==> config.mk <==
export PLATFORM = sky130hd
export DESIGN_NAME = fetch_queue
export DESIGN_NICKNAME = d
export VERILOG_FILES = /design/src/rtl/fetch_queue_pkg.sv /design/src/rtl/fetch_fifo.sv /design/src/rtl/fetch_queue.sv
export SDC_FILE = /design/constraint.sdc
export NUM_CORES = 1
export LEC_CHECK = 0
export ABC_CLOCK_PERIOD_IN_PS = 2950
export CORE_MARGIN = 2
export CORE_UTILIZATION = 30
export DETAILED_ROUTE_END_ITERATION = 8
export PLACE_DENSITY_LB_ADDON = 0.12
export SYNTH_ARGS = -nofsm -noshare
export SYNTH_HDL_FRONTEND = slang
export SYNTH_SLANG_ARGS = --single-unit
==> constraint.sdc <==
create_clock -name clk -period 2.95 [get_ports clk]
set_input_delay 0.295 -clock clk [delete_from_list [all_inputs] [get_ports clk]]
set_output_delay 0.295 -clock clk [all_outputs]
set_load 0.03 [all_outputs]
==> src/rtl/fetch_queue_pkg.sv <==
// Shared constants and helpers for the instruction-fetch stage.
package fetch_queue_pkg;

  localparam logic [1:0]  ALIGN_MASK = 2'b11;
  localparam int unsigned PC_INC     = 4;

  // Width needed to count 0..depth inclusive.
  function automatic int occ_width(input int depth);
    return $clog2(depth + 1);
  endfunction

endpackage

==> src/rtl/fetch_fifo.sv <==
// Prefetch FIFO: register array, head visible combinationally from the read pointer.
module fetch_fifo
  import fetch_queue_pkg::*;
#(
  parameter  int WIDTH = 64,
  parameter  int DEPTH = 4,
  localparam int OCC_W = occ_width(DEPTH),
  localparam int PTR_W = $clog2(DEPTH)
) (
  input  logic             clk,
  input  logic             reset,
  input  logic             push,
  input  logic             pop,
  input  logic             flush,
  input  logic [WIDTH-1:0] wdata,
  output logic [WIDTH-1:0] rdata,
  output logic [OCC_W-1:0] count,
  output logic             full,
  output logic             empty
);

  logic [WIDTH-1:0] mem [DEPTH];
  logic [PTR_W-1:0] wr_ptr_reg;
  logic [PTR_W-1:0] rd_ptr_reg;
  logic [OCC_W-1:0] count_reg;
  logic             wr_en;
  logic             rd_en;

  assign full  = (count_reg == OCC_W'(DEPTH));
  assign empty = (count_reg == '0);
  assign wr_en = push && !full;
  assign rd_en = pop && !empty;
  assign count = count_reg;
  assign rdata = mem[rd_ptr_reg];

  always_ff @(posedge clk or negedge reset) begin
    if (!reset) begin
      wr_ptr_reg <= '0;
      rd_ptr_reg <= '0;
      count_reg  <= '0;
    end else if (flush) begin
      wr_ptr_reg <= '0;
      rd_ptr_reg <= '0;
      count_reg  <= '0;
    end else begin
      if (wr_en) wr_ptr_reg <= wr_ptr_reg + PTR_W'(1);
      if (rd_en) rd_ptr_reg <= rd_ptr_reg + PTR_W'(1);
      case ({wr_en, rd_en})
        2'b10:   count_reg <= count_reg + OCC_W'(1);
        2'b01:   count_reg <= count_reg - OCC_W'(1);
        default: count_reg <= count_reg;
      endcase
    end
  end

  // Storage carries no reset; stale contents are masked by count.
  always_ff @(posedge clk) begin
    if (wr_en && !flush) mem[wr_ptr_reg] <= wdata;
  end

endmodule

==> src/rtl/fetch_queue.sv <==
// Instruction-fetch stage: PC sequencer, single-outstanding imem request, prefetch queue.
module fetch_queue
  import fetch_queue_pkg::*;
#(
  parameter  int                ADDR_W   = 32,
  parameter  int                DATA_W   = 32,
  parameter  int                DEPTH    = 4,
  parameter  logic [ADDR_W-1:0] RESET_PC = '0,
  localparam int                OCC_W    = occ_width(DEPTH)
) (
  input  logic              clk,
  input  logic              reset,
  output logic              imem_req,
  output logic [ADDR_W-1:0] imem_addr,
  input  logic [DATA_W-1:0] imem_rdata,
  input  logic              redirect_valid,
  input  logic [ADDR_W-1:0] redirect_pc,
  output logic              instr_valid,
  input  logic              instr_ready,
  output logic [DATA_W-1:0] instr_out,
  output logic [ADDR_W-1:0] instr_pc,
  output logic [ADDR_W-1:0] instr_pc4,
  output logic [OCC_W-1:0]  occupancy,
  output logic              fetch_misalign
);

  localparam logic [OCC_W:0] DEPTH_L = (OCC_W + 1)'(DEPTH);

  logic [ADDR_W-1:0]        fetch_pc_reg;
  logic [ADDR_W-1:0]        pending_pc_reg;
  logic                     inflight_reg;
  logic                     misalign_reg;
  logic [OCC_W:0]           committed;
  logic                     push;
  logic                     pop;
  logic                     full;
  logic                     empty;
  logic [DATA_W+ADDR_W-1:0] head;

  // Queued entries plus the outstanding response must fit; a same-cycle pop does not count.
  assign committed = {1'b0, occupancy} + (OCC_W + 1)'(inflight_reg);
  assign imem_req  = reset && !redirect_valid && (committed < DEPTH_L);
  assign imem_addr = fetch_pc_reg;

  assign push = inflight_reg && !redirect_valid && !full;
  assign pop  = instr_valid && instr_ready;

  always_ff @(posedge clk or negedge reset) begin
    if (!reset) begin
      fetch_pc_reg   <= RESET_PC;
      pending_pc_reg <= RESET_PC;
      inflight_reg   <= 1'b0;
      misalign_reg   <= 1'b0;
    end else begin
      misalign_reg <= redirect_valid && |(redirect_pc[1:0] & ALIGN_MASK);
      if (redirect_valid) begin
        fetch_pc_reg <= redirect_pc & ~ADDR_W'(ALIGN_MASK);
        inflight_reg <= 1'b0;
      end else if (imem_req) begin
        pending_pc_reg <= fetch_pc_reg;
        fetch_pc_reg   <= fetch_pc_reg + ADDR_W'(PC_INC);
        inflight_reg   <= 1'b1;
      end else begin
        inflight_reg <= 1'b0;
      end
    end
  end

  fetch_fifo #(
    .WIDTH (DATA_W + ADDR_W),
    .DEPTH (DEPTH)
  ) u_fifo (
    .clk   (clk),
    .reset (reset),
    .push  (push),
    .pop   (pop),
    .flush (redirect_valid),
    .wdata ({imem_rdata, pending_pc_reg}),
    .rdata (head),
    .count (occupancy),
    .full  (full),
    .empty (empty)
  );

  assign instr_valid    = !empty;
  assign instr_out      = head[ADDR_W +: DATA_W];
  assign instr_pc       = head[ADDR_W-1:0];
  assign instr_pc4      = instr_pc + ADDR_W'(PC_INC);
  assign fetch_misalign = misalign_reg;

endmodule
==> results_slide.txt, run 1 <==
Implementation Results

Outcome
  – Failing checks: negative setup slack
  – Status: finished, violations left

Final layout
  – Max reg flops: 248
  – Fin area: 17720 sq um
  – Nets: 1142

Pwr
  – Total power: 0.01492 W
  – VDD IR-drop max: 0.3369 mV
  – LEAKAGE: 6.448 nW
  – P_sw: 0.004878 W
  – Sequential fraction of design power: 38.9%
  – Internal Pwr Total: 0.01004 W

Setup path
  – Worst r2r dst: u_fifo.mem[0][11]

Die
  – Die Span Y: 213.2 microns
  – Initial Util: 30.42%
  – Core area: 43170 sq um

Timing
  – Worst Setup Slack, final: -0.1506 ns
  – Final Setup Violations: 20
  – Final Skew: 0.02418 ns
  – Tmin final: 3.101 ns
  – Worst relative slew slack: 18.27%
  – Setup_tns: -1.494 ns

Global routing
  – Largest net degree at the start of global routing: 63
  – Antenna violations before repair: 0

Yosys
  – Ys cells: 814
  – Synth Seq Share: 69.86%
  – YS chip area: 13130 sq um
  – YS warnings: 0
  – Number of flops mapped to enable cells by yosys: 248

Placement
  – Routability-driven placement congestion ratio: 0.7858
  – Dpl ws: 0.04850 ns
  – Buffers added on ports: 195

Clocking
  – Root Driver: clkbuf_16
  – Clock Pin Slew Worst Setup and Hold Paths: 0.06 ns
  – Max clock buf depth: 3
  – Clock Sinks: 317
  – Htree depth: 2

Routing
  – Antenna viol nets, final: 0

Flow run
  – Log Warnings: 31
[run 1: Yosys cell counts (all sizes together), types with 12 or more instances]
cell type	number	area share [%]
a221o	12	0.91
buf	28	1.4
clkbuf	17	0.50
dfrtp	69	13
edfxtp	248	57
inv	12	0.34
mux4	62	11
nand2	128	3.7
nand3	28	1.2
nand4	15	1.1
nor2	23	0.66
nor3	14	0.53
nor4	15	0.81
o21ai	26	0.99
xnor2	15	1.0
xor2	20	1.3
[run 1: metal layers]
metal | vias up | part of all wire [%]
met2 | 192 | 47
li1 | 3655 | -
met4 | 0 | 2.5
met5 | - | 0
met1 | 4056 | 46
met3 | 53 | 4.4
[run 1: worst max path at each step]
stage | startpoint | depth (start not counted) | endpoint
4_1_cts | u_fifo.rd_ptr_reg[0] | 7 | instr_pc4[29]
3_3_place_gp | u_fifo.rd_ptr_reg[0] | 7 | instr_pc4[24]
5_1_grt | u_fifo.rd_ptr_reg[0] | 8 | instr_pc4[22]
3_5_place_dp | u_fifo.rd_ptr_reg[0] | 7 | instr_pc4[29]
6_report | u_fifo.rd_ptr_reg[0] | 8 | instr_pc4[22]
2_1_floorplan | u_fifo.rd_ptr_reg[0] | 7 | instr_pc4[12]
[run 1: power by group through the flow]
stage / Clock [W] / Combinational, W / Sequential [W]
after CTS: 0.00444 / 0.00478 / 0.00580
final: 0.00430 / 0.00481 / 0.00580
after global routing: 0.00462 / 0.00513 / 0.00587
after detailed placement: 0 / 0.00447 / 0.00594
after global placement: 0 / 0.00447 / 0.00593
after floorplan: 0 / 0.00257 / 0.00584
[run 1: critical path: stages (launching register included)]
cell and delay, ns:
dfrtp_4 0.53, buf_12 0.17, mux4_2 0.38, and4_4 0.27
nand4_4 0.09, buf_12 0.17, nor4_4 0.25, xor2_2 0.23
buf_12 0.15
[run 1: layout make-up]
cell class	instances	area [sq um]	share of cell area [%]
flip-flops and latches	317	9179	51.79
repair buffers	253	2684	15.14
inverters	12	45.04	0.2542
multi-input cells	446	3959	22.34
well taps	585	732.0	4.130
clock inverters	17	146.4	0.8260
clock buffers	48	977.2	5.514
[run 1: cell families (layout without fill, tap and decap cells)]
| kind of cell | count (synthesis) | after routing | synth area share [%] |
|---|---|---|---|
| simple gates | 262 | 263 | 10.02 |
| flops | 317 | 317 | 69.86 |
| other cells | 1 | 6 | 0.02856 |
| fa+ha+maj | 7 | 7 | 0.7241 |
| mux | 63 | 63 | 10.97 |
| compound gates | 72 | 72 | 3.802 |
| buf+inv | 57 | 330 | 2.258 |
| xor+xnor | 35 | 35 | 2.334 |
[run 1: what timing repair did]
item	4_1_cts	5_1_grt
gates cloned	1	1
endpoints found under the setup margin	78	35
buffers inserted	17	11
gates resized	62	52
pin swaps	19	23
hold buffers	1	0
hold endpoints to repair	15	0
[run 1: cell usage in the layout, fill, tap and decap left out, types with 13 or more instances in the layout]
cell type	Yosys	final
clkbuf_16	0	40
dfrtp_1	69	67
buf_4	8	58
nand3_1	27	25
clkdlybuf4s50_1	0	129
buf_12	1	19
dlymetal6s2s_1	0	17
nand2_1	128	125
o21ai_0	26	26
mux4_2	53	59
nor4_1	13	13
nor2_1	23	22
dlygate4sd2_1	0	15
edfxtp_1	248	248
run_1/layer_met3.png
Scale bar: 50 microns.
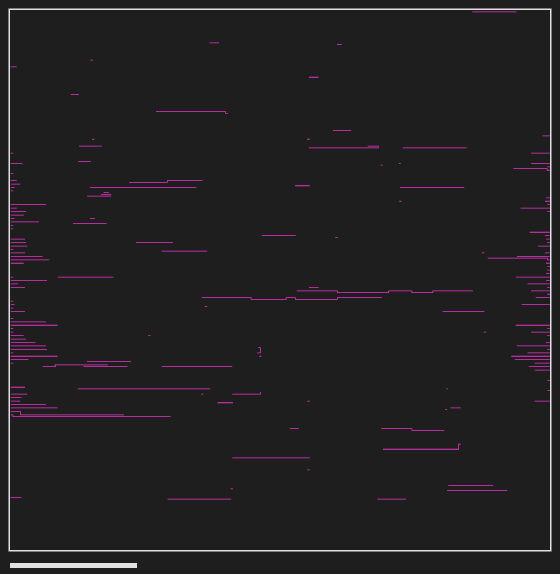
- longest straight run: 62.1 microns
- nets with wire on the layer: 126

run_1/layer_met1.png
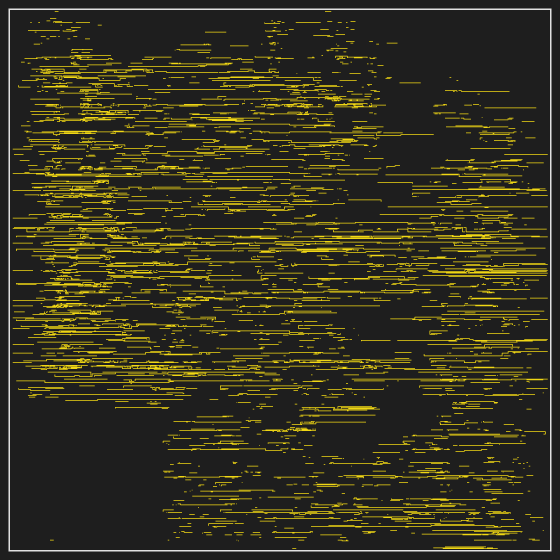
- main direction: horizontal
- nets with wire on the layer: 1024
- longest straight run: 63.0 microns
- wire length on this layer: 15700 microns
- share of all routed wire: 46%
met1 usage: 20.81%
total routed wirelength: 33.91 mm

run_1/clocks.png
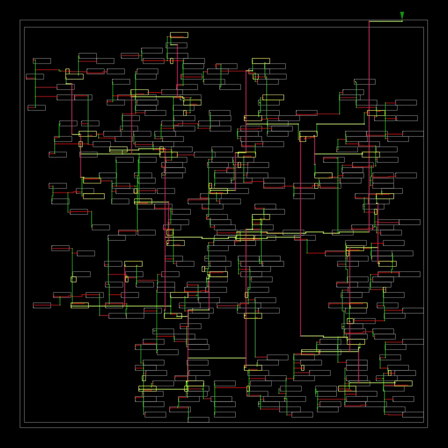
registers: 317
worst skew pair latency: 0.55 ns

run_1/metal_density.png
Scale bar: 50 microns. The die is cut into 21 by 21 equal tiles; dark blue is low, red is high, scaled to the fullest tile. Values are wire area over tile area, all layers added.
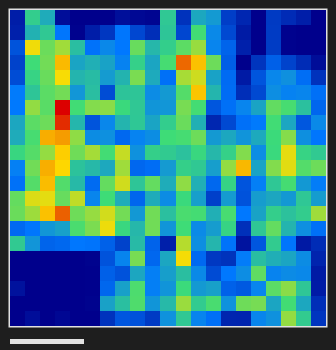
- emptiest ninth of the die: bottom left
- densest ninth of the die: left middle
- nearly empty tiles: 10%
- tiles over half the peak: 25%
- fullest tile: 0.34
via count: 7956
Tot GR Track Use: 15.05%

run_1/placement_by_type.png
Fill, decap, tap and diode cells in gray.
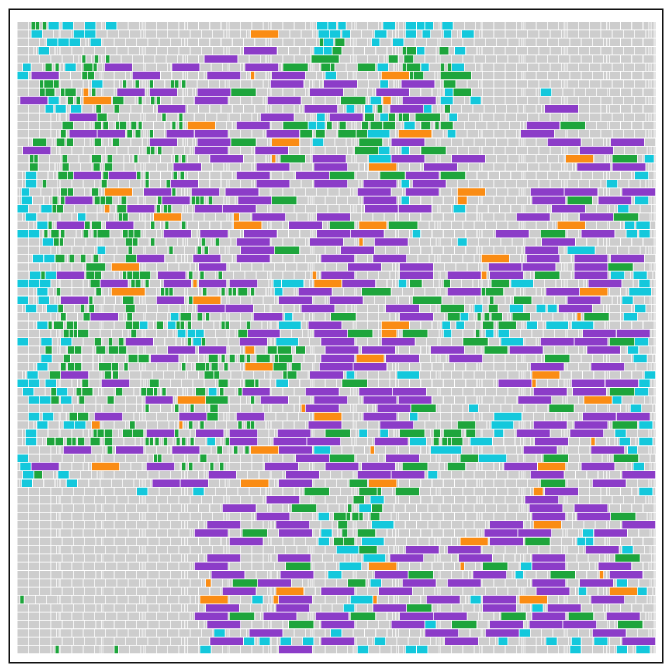

## Run 2: what changed since run 1
--- a/config.mk
+++ b/config.mk
@@ -13,3 +13,4 @@
 export SYNTH_ARGS = -nofsm -noshare
 export SYNTH_HDL_FRONTEND = slang
 export SYNTH_SLANG_ARGS = --single-unit
+export TNS_END_PERCENT = 30
run_2/placement_by_type.png
Fill, decap, tap and diode cells in gray.
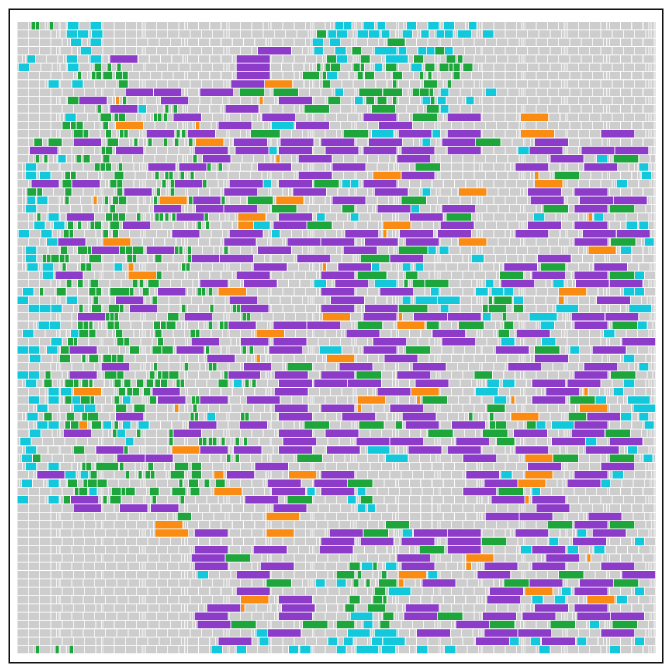
- clock drivers and dummy loads: orange (cells 68)
- combinational and other logic: green (cells 458)
- other buffers and delay cells: cyan (cells 260)
- flops: purple (cells 317)

run_2/layer_met3.png
Scale bar: 50 microns.
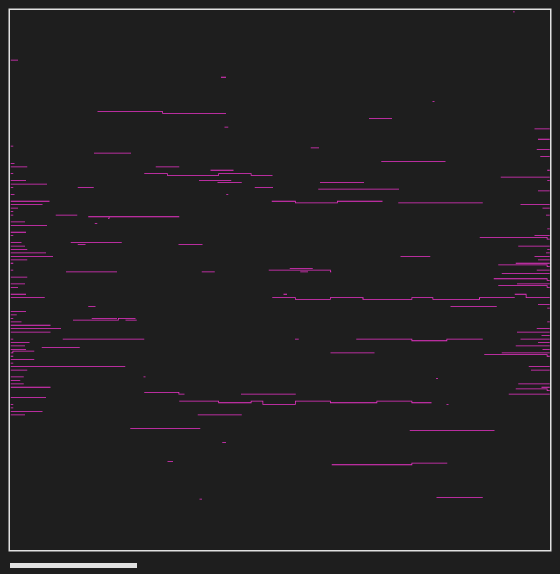
- nets with wire on the layer: 130
- main direction: horizontal
- wire length on this layer: 1850 microns
- share of all routed wire: 5.4%
- longest straight run: 44.9 microns

==> run 2 against run 1 <==
The flow still finishes with violations (negative setup slack). First-iteration DRC count shrank 25%. Core utilization shrank 0.078 points. Fmax shrank 2.4%. Total power is essentially flat. Hold slack gained 0.030 ns. Critical path depth is the same. Clock-buffer cell count grew 3. Largest cell class unchanged.
==> results_slide.txt, run 2 <==
Implementation Results

Yosys
  – Synth Seq Share: 69.86%
  – Top cells, area: edfxtp_1 (57%), dfrtp_1 (13%), mux4_2 (9.1%)
  – Top comb family, area: multiplexers
  – Xor/xnor share: 2.334%
  – Synth top cell by count: edfxtp_1
  – Mux cell area share: 10.97%
  – Ys cells: 814
  – YS warnings: 0
  – Yosys adder share: 0.7242%
  – Post-synthesis cell area: 13130 sq um
  – AND/OR/NAND/NOR Cells, Area Fraction: 10.02%
  – Ys async rst share: 21.77%
  – Post-synth top cells: edfxtp_1 (248), nand2_1 (128), dfrtp_1 (69)
  – Complex Gates by Area: 3.802%
  – YS chip area: 13130 sq um
  – Post-synth top area cell: edfxtp_1

Global routing
  – Tot GR Track Use: 15.28%
  – Largest net degree at the start of global routing: 63
  – Antenna violations before repair: 0

Timing
  – Worst Setup Slack, final: -0.2258 ns
  – Setup_tns: -2.375 ns
  – Final Skew: 0.01463 ns
  – Final Setup Violations: 16
  – Worst relative slew slack: 28.93%
  – Tmin final: 3.176 ns

Outcome
  – Status: finished, violations left
  – Failing checks: negative setup slack

Die
  – Core area: 43170 sq um
  – Initial Util: 30.42%

Clocking
  – Clock Pin Slew Worst Setup and Hold Paths: 0.06 ns
  – Root Driver: clkbuf_16
  – Worst skew pair latency: 0.54 ns
  – Htree depth: 2
  – Max clock buf depth: 3

Final layout
  – Nets: 1149
  – Most frequent cells in the layout: edfxtp_1 (248), nand2_1 (127), clkdlybuf4s50_1 (116), dfrtp_1 (67), buf_4 (63)
  – Most frequent logic cell in the layout: edfxtp_1

Routing
  – Via count: 7939
  – Total routed wirelength: 34.12 mm
  – Antenna viol nets, final: 0
  – Routed length per instance: 20.21 microns

Placement
  – Dpl ws: -0.01745 ns

Setup path
  – Top delay family on crit path: simple AND/OR/NAND/NOR gates
  – Buffers & Inverters on Critical Path: 3
  – Crit-path slowest cell: dfrtp_4
  – CP cell instances: buf_4 > mux4_2 > and4_4 > nand4_4 > buf_6 > nor4_4 > xor2_1 > clkbuf_16
  – CP max stage delay: 0.55 ns

Flow run
  – Log Warnings: 32

Pwr
  – LEAKAGE: 6.407 nW
  – VDD IR-drop max: 0.3945 mV
## run 2: netlist changes by cell type in the layout (fill, tap and decap cells not counted), moves of 4 or more
cell / change
buf_4: +5
clkdlybuf4s50_1: -13
clkinv_1: +4
dlygate4sd2_1: +29
dlymetal6s2s_1: -12
## run 2: worst paths after layout
check	slack, ns	end	startpoint	cells past startpoint
max in group asynchronous	1.69	u_fifo.rd_ptr_reg[0]	reset	3
max reg2reg	0.43	u_fifo.mem[0][39]	u_fifo.count[0]	4
max	-0.23	instr_pc4[22]	u_fifo.rd_ptr_reg[0]	8
min in group clk	0.33	imem_addr[2]	redirect_pc[2]	3
min	0.18	imem_addr[8]	reset	2
min reg2reg	0.52	u_fifo.mem[3][23]	pending_pc_reg[23]	0
## run 2: cell type report
class / instances / area, sq um
clock buffer: 51 / 1031
inverter: 12 / 45.04
clock inverter: 17 / 156.4
multi-input combinational: 446 / 3891
tap: 585 / 732.0
timing repair buffer: 260 / 2651
fill: 4068 / 25480
sequential: 317 / 9181
## run 2: cell families (layout without fill, tap and decap cells)
logic type / count (synthesis) / in the layout
buf+inv: 57 / 340
mux: 63 / 63
other cells: 1 / 6
xor+xnor: 35 / 35
simple gates: 262 / 263
compound gates: 72 / 72
fa+ha+maj: 7 / 7
flops: 317 / 317
## run 2: where the power goes
part           switching [W]  internal (W)  total, W
combinational        0.00259       0.00204   0.00463
clock                0.00177       0.00271   0.00448
sequential          0.000463       0.00536   0.00582
total                0.00482        0.0101    0.0149
## run 2: per-layer routing
layer,vias up,share of wire [%],GRT usage (%)
li1,3674,-,-
met2,205,47,24.41
met3,40,5.4,3.545
met5,-,0,0
met1,4020,46,21.11
met4,0,1.7,3.784
## run 2: through the flow
step           instance area [sq um]  instances  hold WS [ns]  power (W)
4_1_cts                        17610       1686        0.1763    0.01516
3_3_place_gp                   16010       1593        0.2206    0.01044
6_report                       17690       1688        0.1841    0.01493
2_1_floorplan                  13150        819    -0.0005911   0.008407
3_5_place_dp                   16010       1593        0.2237    0.01046
5_1_grt                        17690       1688        0.1982    0.01567
## run 2: worst reg2reg max path, delay by kind of cell, from the launching register on
kind,cells,cell delay (ns)
flops,1,0.50
simple gates,4,1.58
## run 2: what timing repair did
action	in CTS	in global routing
setup endpoints to repair	77	28
pin swaps	25	13
resized	90	21
gates cloned	1	0
hold endpoints to repair	18	0
hold buffers	1	0
buffers inserted	23	2
run_2/clocks.png
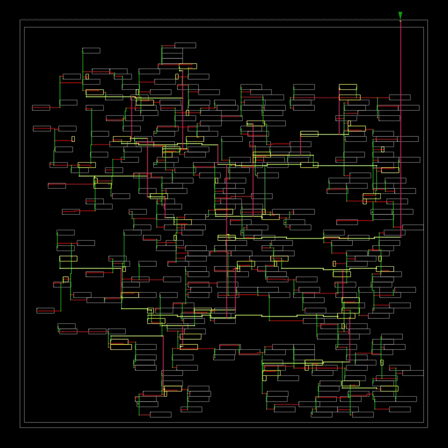

## Run 3: what changed since run 2
--- a/config.mk
+++ b/config.mk
@@ -9,7 +9,7 @@
 export CORE_MARGIN = 2
 export CORE_UTILIZATION = 30
 export DETAILED_ROUTE_END_ITERATION = 8
-export PLACE_DENSITY_LB_ADDON = 0.12
+export PLACE_DENSITY = 0.61
 export SYNTH_ARGS = -nofsm -noshare
 export SYNTH_HDL_FRONTEND = slang
 export SYNTH_SLANG_ARGS = --single-unit
run_3/clocks.png
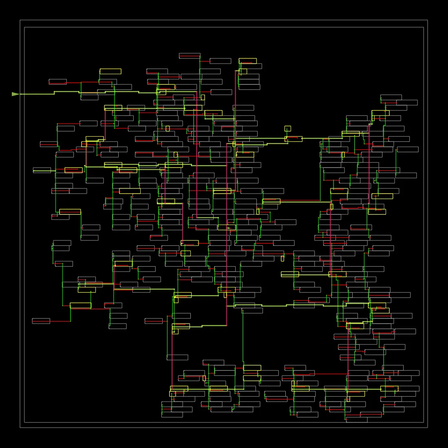
CTS buffer count: 37
clk_buf instances: 45

run_3/layer_met3.png
Scale bar: 50 microns.
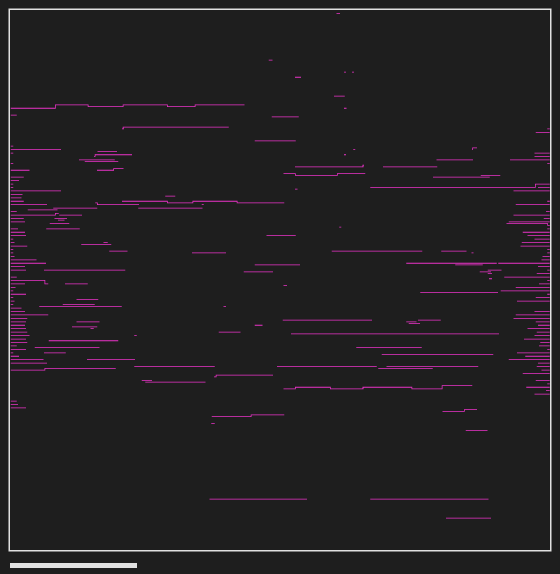
- longest straight run: 81.9 microns
- wire length on this layer: 2450 microns
- main direction: horizontal
- share of all routed wire: 7.4%
- nets with wire on the layer: 181
via count: 8103
met3 GRT Util: 3.501%
total routed wirelength: 33.08 mm

==> run 3 against run 2 <==
The run still ends with negative setup slack left. Highest routed layer unchanged. Combinational power grew 5.8%. Largest power group unchanged. Area after synthesis is the same. Total power grew 2.9%.
==> results_slide.txt, run 3 <==
Implementation Results

Placement
  – Routability-driven placement congestion ratio: 0.8074
  – DP Wirelength: 20.81 mm
  – Inst Count DP: 1577
  – Buffers added on ports: 195
  – Dpl ws: 0.01115 ns

Final layout
  – Final cell count without fillers: 1665
  – Nets: 1130
  – Max reg flops: 248
  – Most frequent logic cell in the layout: edfxtp_1
  – Most frequent cells in the layout: edfxtp_1 (248), clkdlybuf4s50_1 (132), nand2_1 (126), dfrtp_1 (67), mux4_2 (60)

Outcome
  – Status: finished, violations left
  – Failing checks: negative setup slack

Pwr
  – LEAKAGE: 6.391 nW
  – Total power: 0.01535 W
  – VDD IR-drop max: 0.3535 mV

Setup path
  – CP cell instances: buf_12 > buf_6 > mux4_2 > and4_4 > buf_12 > nand4_4 > nor3_2 > xor2_1 > buf_12
  – Top delay family on crit path: simple AND/OR/NAND/NOR gates
  – Crit-path slowest cell: dfrtp_4
  – Buffers & Inverters on Critical Path: 4
  – Worst-path fanout max: 7
  – CP max stage delay: 0.54 ns
  – Crit path top cell by count: buf_12

Yosys
  – Post-synth top area cell: edfxtp_1
  – Synth top cell by count: edfxtp_1
  – Post-synthesis cell area: 13130 sq um
  – Avg Synthesized Cell Area: 16.13 sq um
  – Post-synth top cells: edfxtp_1 (248), nand2_1 (128), dfrtp_1 (69)
  – Number of flops mapped to enable cells by yosys: 248
  – Commonest flop: edfxtp_1
  – Top cells, area: edfxtp_1 (57%), dfrtp_1 (13%), mux4_2 (9.1%)
  – Synth Seq Share: 69.86%
  – Ys cells: 814
  – YS chip area: 13130 sq um
  – Ys async rst share: 21.77%
  – Max-area cell share: 56.71%

Clocking
  – Htree depth: 2
  – Clock Pin Slew Worst Setup and Hold Paths: 0.06 ns
  – Worst skew pair latency: 0.54 ns
  – Max clock buf depth: 3
  – Root Driver: clkbuf_16

Global routing
  – Largest net degree at the start of global routing: 63
  – Antenna violations before repair: 0

Routing
  – Antenna viol nets, final: 0
  – Routed length per instance: 19.86 microns
  – DRT iter0 DRCs: 634

Die
  – Row count: 76
  – Initial Util: 30.42%
  – Die Span Y: 213.2 microns

Timing
  – Worst relative slew slack: 30.88%
  – Worst Setup Slack, final: -0.2262 ns
  – Final Skew: 0.02610 ns
  – Final Setup Violations: 21
  – Tmin final: 3.176 ns

Flow run
  – Log Warnings: 32
==> run 3: layer usage <==
metal  global-route usage [%]  share of wire (%)  vias to the layer above  routed length, microns
met4                    3.903                1.9                        0                     613
met5                        0                  0                        -                       0
met3                    3.501                7.4                       43                    2446
met1                    21.25                 45                     4132                   15020
met2                    22.14                 45                      298                   15000
li1                         -                  -                     3630                       -
==> run 3: worst reg2reg max path, cell delays in order (launching register included) <==
cell	delay, ns
dfrtp_1	0.43
or3b_2	0.26
nand2_1	0.13
nor2_1	0.25
and2_2	0.19
buf_4	0.73
==> run 3: final cells by class <==
type | count | area, sq um
inverter | 12 | 45.04
tap | 585 | 732.0
clock inverter | 19 | 235.2
timing repair buffer | 241 | 2689
multi-input combinational | 446 | 3978
sequential | 317 | 9179
clock buffer | 45 | 997.2
fill | 3990 | 25320
==> run 3: final timing paths <==
| check | endpoint | depth (start not counted) | from | slack [ns] |
|---|---|---|---|---|
| min in group clk | imem_addr[2] | 3 | redirect_pc[2] | 0.33 |
| worst max register to register | u_fifo.mem[0][41] | 5 | u_fifo.count[2] | 0.51 |
| worst min register to register | u_fifo.mem[3][18] | 0 | pending_pc_reg[18] | 0.51 |
| worst min-delay path | imem_addr[8] | 2 | reset | 0.21 |
| worst max-delay path | instr_pc4[27] | 9 | u_fifo.rd_ptr_reg[0] | -0.23 |
| max in group asynchronous | u_fifo.rd_ptr_reg[0] | 3 | reset | 1.76 |
==> run 3: repair_timing <==
item,CTS,global route
cloned,2,0
gates resized,72,44
hold endpoints to repair,25,0
setup buffers,17,4
pin swaps,18,16
endpoints found under the setup margin,78,46
hold buffers,1,0
==> run 3: per-stage QoR <==
| step | hold WS [ns] | utilization, % | area (sq um) | TNS [ns] |
|---|---|---|---|---|
| 5_1_grt | 0.2279 | 41.36 | 17850 | -6.271 |
| 3_5_place_dp | 0.2388 | 37.13 | 16030 | 0 |
| 6_report | 0.2096 | 41.36 | 17850 | -3.367 |
| 4_1_cts | 0.1996 | 40.88 | 17650 | -5.740 |
| 2_1_floorplan | -0.0005911 | - | 13150 | -12.95 |
| 3_3_place_gp | 0.2374 | 37.13 | 16030 | 0 |
==> run 3: kinds of logic (layout without fill, tap and decap cells) <==
group           count (synthesis)  in the layout  synth area share (%)
compound gates                 72             72                 3.802
other cells                     1              6               0.02856
flops                         317            317                 69.86
simple gates                  262            263                 10.02
fa+ha+maj                       7              7                0.7241
xor+xnor                       35             35                 2.334
mux                            63             63                 10.97
buf+inv                        57            317                 2.258
==> run 3: where the power goes <==
group | switching (W) | internal (W) | total [W]
registers | 0.000467 | 0.00536 | 0.00582
logic | 0.00268 | 0.00222 | 0.00490
clock network | 0.00178 | 0.00285 | 0.00463
Power figures rest on the tool's default switching activity, not on a simulated workload.
